Local utilization:
The die is cut into 7 by 7 equal tiles; white is low, dark blue is high, 0 to 100% covered.
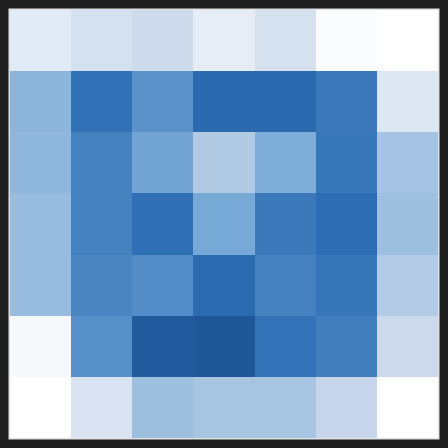
Track usage over the die:
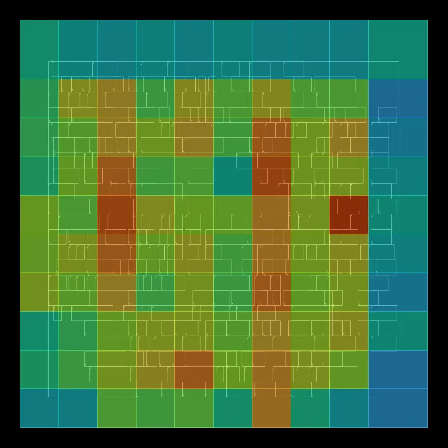
Placed cells, one color a class:
The bar under the picture is 20 um long. Fill, decap, tap and diode cells in gray.
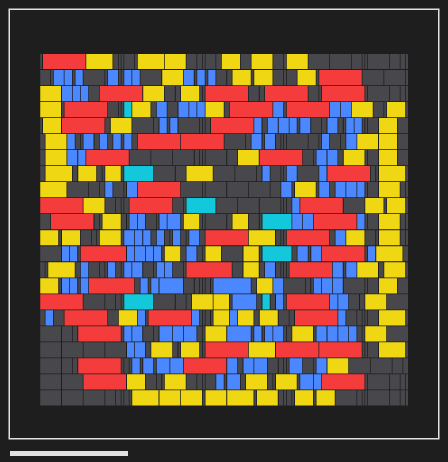
==> config.mk <==
export PLATFORM = sky130hd
export DESIGN_NAME = z80_mem_cycle_master
export DESIGN_NICKNAME = d
export VERILOG_FILES = /design/src/rtl/z80_mem_cycle_master.sv
export SDC_FILE = /design/constraint.sdc
export NUM_CORES = 1
export LEC_CHECK = 0
export ABC_AREA = 1
export CORE_MARGIN = 5
export CORE_UTILIZATION = 39
export DETAILED_ROUTE_END_ITERATION = 8
export PLACE_DENSITY = 0.78
export SYNTH_ARGS = -nofsm -noshare
export SYNTH_HDL_FRONTEND = slang
export SYNTH_SLANG_ARGS = --single-unit
==> constraint.sdc <==
create_clock -name clk -period 1.36 [get_ports clk]
set_input_delay 0.204 -clock clk [delete_from_list [all_inputs] [get_ports clk]]
set_output_delay 0.204 -clock clk [all_outputs]
set_load 0.01 [all_outputs]
==> flow_summary_export.csv <==
group,metric,value,unit
synthesis,ys_seq_share,54.9,%
synthesis,ys_warn_count,0,
detailed_routing,wire_per_inst,12.8,um
flow_run,max_cap_viol_count,0,
place,place_area,0.00238,mm^2
sta,setup_tns,0,ps
synthesis,logic_family,"simple AND/OR/NAND/NOR gates",
detailed_routing,drtPass1Iterations,4,
cells_and_area,nClkBuffers,7,
sta,rsz0062_at_grt,"false",
detailed_routing,routed_via_density,4.69,
detailed_routing,met1_length,1810,um
cells_and_area,num_antenna_cells,0,
worst_setup_path,crit_path_top_delay_cell,"dfxtp_2",
cells_and_area,layout_top_cell,"dfxtp_1",
power_and_ir_drop,fin_total_pwr,2.67,mW
detailed_routing,wl_met2,1930,um
synthesis,netlist_instances,186,
power_and_ir_drop,maxPowerGroup,"registers",
synthesis,yosys_area,0.00153,mm^2
place,dp_hpwl,3020,um
floorplanning,ioPinCount,79,
place,gp_congestion,0.792,
cells_and_area,buf_share,34.7,%
synthesis,ys.flop_type,"dfxtp_1",
global_routing,grt_max_degree,17,
detailed_routing,wirelength,4070,um
power_and_ir_drop,ir_drop,0.760,mV
worst_setup_path,startpoint_type,"register",
detailed_routing,dr.max_layer_used,"met4",
cells_and_area,comb_area_share,23.9,%
cells_and_area,drive_above_1_share,9.59,%
cts,clock.latency.late_pin,270,ps
synthesis,syn_area,0.00153,mm^2
cells_and_area,flops,42,
place,pre_cts_slack,-75.5,ps
cells_and_area,final-instance-count-excl-fill,319,
power_and_ir_drop,clockPowerShare,26.9,%
worst_setup_path,cp.arrival,960,ps
cts,cts_tree,"built",
power_and_ir_drop,netSwitchingFraction,26.1,%
synthesis,fa_ha_area_share,0,%
cells_and_area,n_fill_cell,332,
cts,htreeDepth,2,
sta,postLayoutSetupSlackWorst,196,ps
sta,final_hold_viol_count,0,
synthesis,yosys_cells,186,
synthesis,simple_gate_share,27.7,%
detailed_routing,first_iter_violations,93,
worst_setup_path,critical_path_required,1160,ps
power_and_ir_drop,switchingPower,0.696,mW
synthesis,top_cell,"dfxtp_1",
power_and_ir_drop,clk-power,0.718,mW
cells_and_area,inverters,11,
worst_setup_path,cp_cell_sequence,"dlygate4sd2_1",
power_and_ir_drop,p_seq_share,51.3,%
cells_and_area,final-clk-cell-share,3.10,%
synthesis,ys_sh_mux,0,%
worst_setup_path,cp_max_fo,5,
cells_and_area,final_cell_mix,"dfxtp_1 (39), clkdlybuf4s50_1 (36), nand2_1 (35)",
global_routing,antenna_found_initial,0,
synthesis,top_cells_by_area,"dfxtp_1 (55%), nand2_1 (8.6%), a21oi_1 (7.8%)",
floorplanning,die_w,72.7,um
power_and_ir_drop,pg_comb,0.581,mW
floorplanning,tap-cell-count,48,
floorplanning,die-area,0.00528,mm^2
detailed_routing,route.met3.wl,323,um
cells_and_area,nets,308,
worst_setup_path,crit_buf_inv,1,
worst_setup_path,cpPeakStageDelay,390,ps
power_and_ir_drop,power_density,1080,mW/mm^2
worst_setup_path,reg2reg_depth,6,
detailed_routing,vias,1496,
min_path,hold_path_class,"register to register",
sta,drv_slew,0,
cells_and_area,syn_to_final_growth,60.9,%
synthesis,syn_area_per_cell,8.23,um^2
cts,clkSinkCount,42,
cells_and_area,largest_reg_flops,16,
synthesis,syn_nets,223,
place,portBuffers,77,
min_path,min_delay_path_depth,2,
power_and_ir_drop,p_leak,1.25,nW
sta,fin_crit_sh,85.6,%
cts,cts_root_buf,"clkbuf_8",
detailed_routing,remaining_drc_errors,0,
floorplanning,die_y,72.7,um
synthesis,top_area_share,54.9,%
cts,postCtsSetupBuffers,0,
outcome,outcome,"completed",
cells_and_area,area.sequential,845,um^2
place,dp_cells,312,
synthesis,common_cells,"dfxtp_1 (42), nand2_1 (35), a21oi_1 (24), nand3_1 (20), nor2_1 (20)",
sta,whs,460,ps
synthesis,ys_types,19,
cts,cts-hold-fix-buffers,0,
synthesis,synth_flops,42,
synthesis,xor_area_share,0,%
global_routing,grt_pass1_wl,6460,um
sta,setup_viol,0,
worst_setup_path,worstSetupPathType,"register to primary output",
sta,fin_crit,1160,ps
synthesis,largest_area_cell,"dfxtp_1",
cts,path_clk_slew,70,ps
cts,cts_buffers,5,
flow_run,tool_warnings,26,
worst_setup_path,worst_setup_path_end_kind,"primary output",
cells_and_area,largestClassByArea,"non-clock buffers",
power_and_ir_drop,p_comb_share,21.8,%
cells_and_area,combGateArea,588,um^2
## Picture notes: 'local utilization'
fullest tile: 84%
tiles over 75% full: 12%
mean over tiles: 46%
nearly empty tiles: 8.2%
Initial Util: 40.9%
core region area: 0.00374 mm^2
fin util: 65.8%

## Picture notes: 'track usage over the die'
met2 GRT Util: 25.2%
met1 Usage GRT: 19.2%
gr usage total: 15.3%
grt met3 use: 4.68%
most used routing layer: met2

## Picture notes: 'placed cells, one color a class'
legend:
  cyan:
    class: clock drivers and dummy loads
    cells: 7
    share_of_their_area: 3.2%
  red:
    class: registers
    cells: 42
    share_of_their_area: 35%
  blue:
    class: remaining logic cells
    cells: 134
    share_of_their_area: 26%
  yellow:
    class: remaining buffers and delay cells
    cells: 88
    share_of_their_area: 36%
Finished Cell Area: 0.00246 mm^2
Seq/total area: 34.3%
Row Count: 22

Power and IR drop assume default switching activity.
